run_1/class_map.png
(3 px per um) Fill, decap, tap and diode cells in grey.
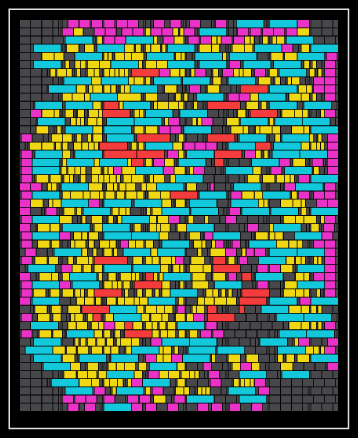
run_1/clock_wires.png
(3 px per um)
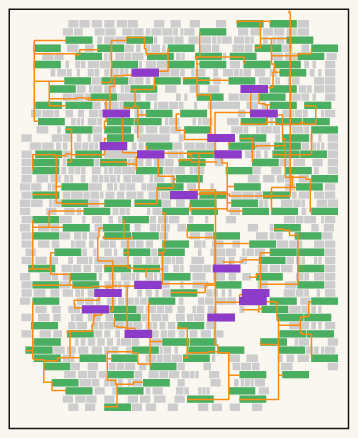
run_1/port_trees.png
(3 px per um)
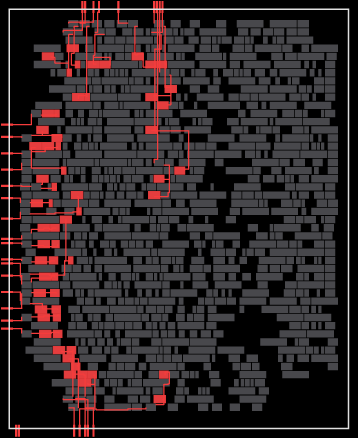
[src/rtl/fetch_stage.sv]
// IF stage plus IF/ID pipeline register: owns the PC, fetches over a single-outstanding
// req/ack handshake, and applies the ID-stage redirect (flush) and stall.
module fetch_stage #(
    parameter int                ADDR_W   = 32,
    parameter logic [ADDR_W-1:0] RESET_PC = '0,
    parameter logic [31:0]       NOP      = 32'h0000_0000
) (
    input  logic              clk,
    input  logic              rst_n,
    output logic              imem_req,
    output logic [ADDR_W-1:0] imem_addr,
    input  logic [31:0]       imem_rdata,
    input  logic              imem_ack,
    input  logic              stall_ID,
    input  logic              pcSrc_IF,
    input  logic [ADDR_W-1:0] branchTarget_ID,
    output logic [31:0]       instr_ID,
    output logic [ADDR_W-1:0] pcPlus4_ID,
    output logic              valid_ID,
    output logic [1:0]        dbgState
);

    // Handshake: imem_req/imem_addr are held stable from the cycle a request is raised
    // until the rising edge at which imem_ack=1 is sampled; that edge completes it and
    // imem_rdata is only looked at on that edge. Acks with no request raised are ignored.

    typedef enum logic [1:0] {
        S_IDLE  = 2'd0,
        S_REQ   = 2'd1,
        S_HOLD  = 2'd2,
        S_DRAIN = 2'd3
    } fetchState_e;

    fetchState_e       state, stateNext;
    logic [ADDR_W-1:0] pc, pcNext;
    logic [ADDR_W-1:0] tgt, tgtNext;
    logic [31:0]       bufWord, bufNext;
    logic [31:0]       instrNext;
    logic [ADDR_W-1:0] pcPlus4Next;
    logic              validNext;

    logic [ADDR_W-1:0] pcPlus4;
    logic [ADDR_W-1:0] target;
    logic              accept;
    logic [31:0]       acceptWord;

    // Modulo 2^ADDR_W by construction; redirect targets are forced word aligned.
    assign pcPlus4 = pc + ADDR_W'(4);
    assign target  = branchTarget_ID & ~ADDR_W'(3);

    // State register
    always_ff @(posedge clk or negedge rst_n) begin
        if (!rst_n) begin
            state <= S_IDLE;
        end else begin
            state <= stateNext;
        end
    end

    // Next-state logic
    always_comb begin
        stateNext = state;
        case (state)
            S_IDLE:  stateNext = S_REQ;
            S_REQ: begin
                if (pcSrc_IF && !imem_ack) begin
                    stateNext = S_DRAIN;
                end else if (!pcSrc_IF && imem_ack && stall_ID) begin
                    stateNext = S_HOLD;
                end
            end
            S_HOLD: begin
                if (pcSrc_IF || !stall_ID) begin
                    stateNext = S_REQ;
                end
            end
            S_DRAIN: begin
                if (imem_ack) begin
                    stateNext = S_REQ;
                end
            end
            default: stateNext = S_IDLE;
        endcase
    end

    // Output logic
    always_comb begin
        imem_req  = (state == S_REQ) || (state == S_DRAIN);
        imem_addr = pc;
        dbgState  = state;
    end

    // PC, redirect target, skid buffer and accepted-word selection
    always_comb begin
        pcNext     = pc;
        tgtNext    = tgt;
        bufNext    = bufWord;
        accept     = 1'b0;
        acceptWord = NOP;
        case (state)
            S_REQ: begin
                if (pcSrc_IF) begin
                    if (imem_ack) begin
                        pcNext = target;
                    end else begin
                        tgtNext = target;
                    end
                end else if (imem_ack) begin
                    if (stall_ID) begin
                        bufNext = imem_rdata;
                    end else begin
                        accept     = 1'b1;
                        acceptWord = imem_rdata;
                        pcNext     = pcPlus4;
                    end
                end
            end
            S_HOLD: begin
                if (pcSrc_IF) begin
                    pcNext = target;
                end else if (!stall_ID) begin
                    accept     = 1'b1;
                    acceptWord = bufWord;
                    pcNext     = pcPlus4;
                end
            end
            S_DRAIN: begin
                // A redirect arriving together with the ack is the youngest one and wins.
                if (pcSrc_IF) begin
                    tgtNext = target;
                end
                if (imem_ack) begin
                    pcNext = pcSrc_IF ? target : tgt;
                end
            end
            default: ;
        endcase
    end

    // IF/ID next value: flush beats stall, stall beats load, nothing accepted is a bubble
    always_comb begin
        instrNext   = instr_ID;
        pcPlus4Next = pcPlus4_ID;
        validNext   = valid_ID;
        if (pcSrc_IF) begin
            instrNext   = NOP;
            pcPlus4Next = '0;
            validNext   = 1'b0;
        end else if (!stall_ID) begin
            if (accept) begin
                instrNext   = acceptWord;
                pcPlus4Next = pcPlus4;
                validNext   = 1'b1;
            end else begin
                instrNext   = NOP;
                pcPlus4Next = '0;
                validNext   = 1'b0;
            end
        end
    end

    always_ff @(posedge clk or negedge rst_n) begin
        if (!rst_n) begin
            pc         <= RESET_PC;
            tgt        <= RESET_PC;
            bufWord    <= NOP;
            instr_ID   <= NOP;
            pcPlus4_ID <= '0;
            valid_ID   <= 1'b0;
        end else begin
            pc         <= pcNext;
            tgt        <= tgtNext;
            bufWord    <= bufNext;
            instr_ID   <= instrNext;
            pcPlus4_ID <= pcPlus4Next;
            valid_ID   <= validNext;
        end
    end

endmodule
[config.mk]
export PLATFORM = sky130hd
export DESIGN_NAME = fetch_stage
export DESIGN_NICKNAME = d
export VERILOG_FILES = /design/src/rtl/fetch_stage.sv
export SDC_FILE = /design/constraint.sdc
export NUM_CORES = 1
export LEC_CHECK = 0
export CAP_MARGIN = 20
export CORE_ASPECT_RATIO = 1.25
export CORE_MARGIN = 3
export CORE_UTILIZATION = 55
export CTS_CLUSTER_DIAMETER = 150
export DETAILED_ROUTE_END_ITERATION = 7
export HOLD_SLACK_MARGIN = 0.15
export PLACE_DENSITY = 0.88
export RECOVER_POWER = 25
export SLEW_MARGIN = 30
export SYNTH_ARGS = -nofsm -noshare
export SYNTH_HDL_FRONTEND = slang
export SYNTH_SLANG_ARGS = --single-unit
[constraint.sdc]
create_clock -name clk -period 6.2 [get_ports clk]
set_input_delay 1.55 -clock clk [delete_from_list [all_inputs] [get_ports clk]]
set_output_delay 1.55 -clock clk [all_outputs]
set_load 0.01 [all_outputs]
==> notes.md, run 1 <==
fresh numbers from the pnr run: Internal Power 2.92 mW, Comb pwr share a little over a third, total global routing overflow 0, global-route wire length before repair 34.2 mm, Synth area leaders dfrtp_1 (52%), mux2_2 (9.2%), o21ai_0 (4.2%), nand2_1 (3.9%), a22oi_1 (3.3%), Die Y around 140 um, most used logic cell in the final layout clkdlybuf4s50_1, AND/OR/NAND/NOR Cells, Area Fraction approximately 13%, pwr/cell area 442 nW/um2, routed vias/inst 6.31, Insertion Delay late pin 420 ps, Seq share, synth 52.2%, sequential cell power between 1.5 and 2 mW, status finished with violations, YS warnings 0, Period Utilization, post-route 60.8%, area leader, netlist dfrtp_1, Dominant flop cell dfrtp_1, CP Buf/Inv Count 1, most common logic cells in the final layout clkdlybuf4s50_1 (164), dfrtp_1 (163), nand2_1 (81), o21ai_0 (66), mux2_2 (64), Final ANT Viol Nets 0, CTS Buffer Depth 2, fin area 10,200 um2, WP depth 3, asr flop ratio synth 100%, RR Startpoint imem_addr[2]$_DFFE_PN0P_, largest net degree at the start of global routing 66, vias about 6,700, Worst EP arrival 2220 ps, Pre-Repair DR Iteration Count 6, WHS Endpoint instr_ID[18]$_DFFE_PN0P_, worst reg2reg setup slack approximately 3200 ps, flops & latches, synth 163, CTS Sinks 163, Comb group 1.59 mW, Crit Path Max Fanout 28, delay of the slowest critical-path stage 600 ps, Net Sw Power 1.59 mW, crit path to imem_req, most instantiated library cell after synthesis dfrtp_1, violated checks max-capacitance violations, max-slew violations, Post-Syn Nets a little over 800, hold slack 478 ps, hold_sp instr_ID[18]$_DFFE_PN0P_, Compound Share, Synth 17.9%, Resized cells post-CTS 0, critical-path cell list ha_2, or2_2, clkdlybuf4s50_1, tool warning count 31, initial antenna violation count 0, die area 15,700 um2, final slew viol count 41, MaxCap Viol Count 1, Clock Skews 9.77 ps, Reg2Reg Depth 5, Adder Share, Synth 0.801%, Crit. End Element output port
## Picture notes: class_map.png
colour	class	cells	share of their area
magenta	remaining buffers and delay cells	178	18%
yellow	remaining logic cells	506	35%
red	clock drivers and dummy loads	32	6.5%
cyan	registers	163	41%
Seq area share: 40.0%
core area: 13,900 um2

## Picture notes: clock_wires.png
[green] flip-flops | count: 163
[orange] clock wires | length: 1,900 um
[purple] clock-net drivers | count: 17
routed clock nets	18
flops lie	widely spread

## Picture notes: port_trees.png
colour	port	bits	direction	edge	end cells	buffers	wire
red	`branchTarget_ID`	32	input	16 west, 9 north, 7 south	60	30	819 um

==> run 1: routing by layer <==
layer / track usage, % / up-vias / share of wire, %
li1: - / 2989 / -
met1: 35.3 / 3250 / 40
met2: 44.8 / 353 / 50
met3: 5.39 / 64 / 7.6
met4: 9.87 / 0 / 3.0
met5: 0 / - / 0
==> run 1: sequential cells by signal (all words and copies together), names as in the netlist <==
signal and cells:
imem_addr 32, bufWord 32, instr_ID 32, tgt 32
pcPlus4_ID 32, valid_ID 1, dbgState 2
==> run 1: final cells by class <==
type / instances / area, um2
sequential: 163 / 4080
fill: 954 / 3670
multi-input combinational: 496 / 3470
timing repair buffer: 178 / 1750
clock buffer: 19 / 453
tap: 175 / 219
clock inverter: 13 / 196
inverter: 10 / 37.5
run_1/m2.png
(3 px per um) Cells faint in the background.
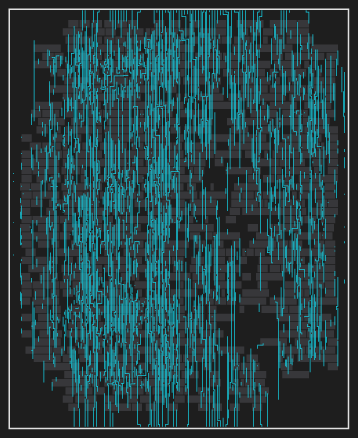

==> inputs of run 2 (changes only) <==
Settings changed: CORE_UTILIZATION 55 to 51, PLACE_DENSITY 0.88 to 0.82.
Clock period 6.2 ns to 3.9 ns, I/O delays scaled along.
run_2/m2.png
(3 px per um) Cells faint in the background.
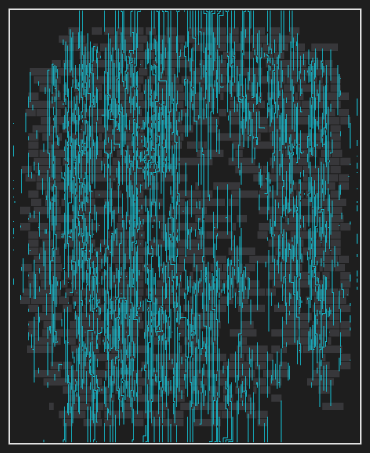
share of all routed wire	52%
main direction	vertical
vias: 6,591
met2 Usage GRT: 45.8%

run_2/port_trees.png
(2 px per um)
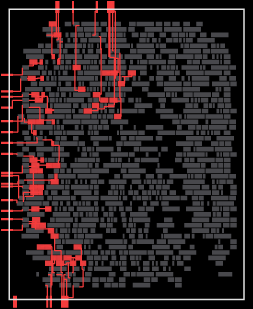
colour	port	bits	direction	edge	end cells	buffers	wire
red	`branchTarget_ID`	32	input	16 west, 8 south, 8 north	60	30	918 um

==> run 2 against run 1 <==
The run still ends with max-capacitance violations, max-slew violations left. Sequential power rose by 59%. Critical path depth rose by 1. Worst hold slack got worse by 1.0 ps. First-iteration DRC count fell by 19%. Via count fell by 0.98%. Worst setup slack got worse by 1500 ps. Clock-buffer cell count rose by 3. Clock skew fell by 1.5 ps. Non-clock buffer count rose by 3. Critical endpoint unchanged.
==> notes.md, run 2 <==
fresh numbers from the pnr run: status finished with violations, violated checks max-capacitance violations, max-slew violations, Clock power frac 23.9%, largest net degree at the start of global routing 83, Dominant flop cell dfrtp_1, fin area ~10,000 um2, CTS Sinks 163, area leader, netlist dfrtp_1, wire length on met2 11.2 mm, Period Utilization, post-route approximately 77%, initial antenna violation count 0, Comb group 2.54 mW, AND/OR/NAND/NOR Cells, Area Fraction 12.9%, Post-Syn Nets 806, tool warning count 31, hold_sp instr_ID[16]$_DFFE_PN0P_, CTS Buffer Depth 2, Internal Power 4.54 mW, hold slack 477 ps, worst reg2reg setup slack around 1000 ps, YS warnings 0, Top Metal Used met4, routed vias/inst 6.22, Insertion Delay late pin 410 ps, FF+latch area 4080 um2, Num CTS Buffers 17, Final ANT Viol Nets 0, flops & latches, synth 163, Comb pwr share 36.1%, static leakage approximately 4.1 nW, Crit. End Element output port, Pre-Repair DR Iteration Count 6, Net Sw Power approximately 2.5 mW, Die Y approximately 140 um, post-CTS setup buffers 0, RR Startpoint imem_addr[2]$_DFFE_PN0P_, Residual DRC 0, Adder Share, Synth 0.801%, Worst Hold Class register to register, pwr/cell area about 700 nW/um2, asr flop ratio synth 100%, Seq share, synth 52.2%, total global routing overflow 0, routed wl met3 1.34 mm, final slew viol count 82, Resized cells post-CTS 0, multi-input logic area 3450 um2, Crit Path Max Fanout 6, Compound Share, Synth between 10% and 20%, Reg2Reg Depth 5, met1 GRT Util between 30% and 40%, most instantiated library cell after synthesis dfrtp_1, sequential cell power 2.81 mW, die area 16,800 um2, Rows 49, GR peak layer met2, Met1 Wirelength 8.64 mm, WHS Endpoint instr_ID[16]$_DFFE_PN0P_, Synth area leaders dfrtp_1 (52%), mux2_2 (9.2%), o21ai_0 (4.2%), nand2_1 (3.9%), a22oi_1 (3.3%), MaxCap Viol Count 1
## run 2: cell counts after synthesis
No cell type changed its count.
## run 2: cells by family (layout without fill, tap and decap cells)
family,count (synthesis),after routing
muxes,76,76
buffers and inverters,73,223
adders and majority gates,5,5
xor gates and xnor gates,15,15
AOI/OAI and AO/OA,201,201
and+or+nand+nor,199,199
DFF,163,163
## run 2: worst max-delay path, stage by stage (launching register included)
cell	delay, ps
dfrtp_1	420
inv_1	100
ha_1	250
or2_2	320
clkdlybuf4s50_1	510
## run 2: area by class of cell
type	count	area share, %
Sequential cell	163	40.1
Multi-Input combinational cell	496	34.0
Timing Repair Buffer	181	17.5
Clock buffer	22	4.66
Tap cell	178	2.19
Clock inverter	10	1.23
Inverter	10	0.369
Power and IR drop assume default switching activity.
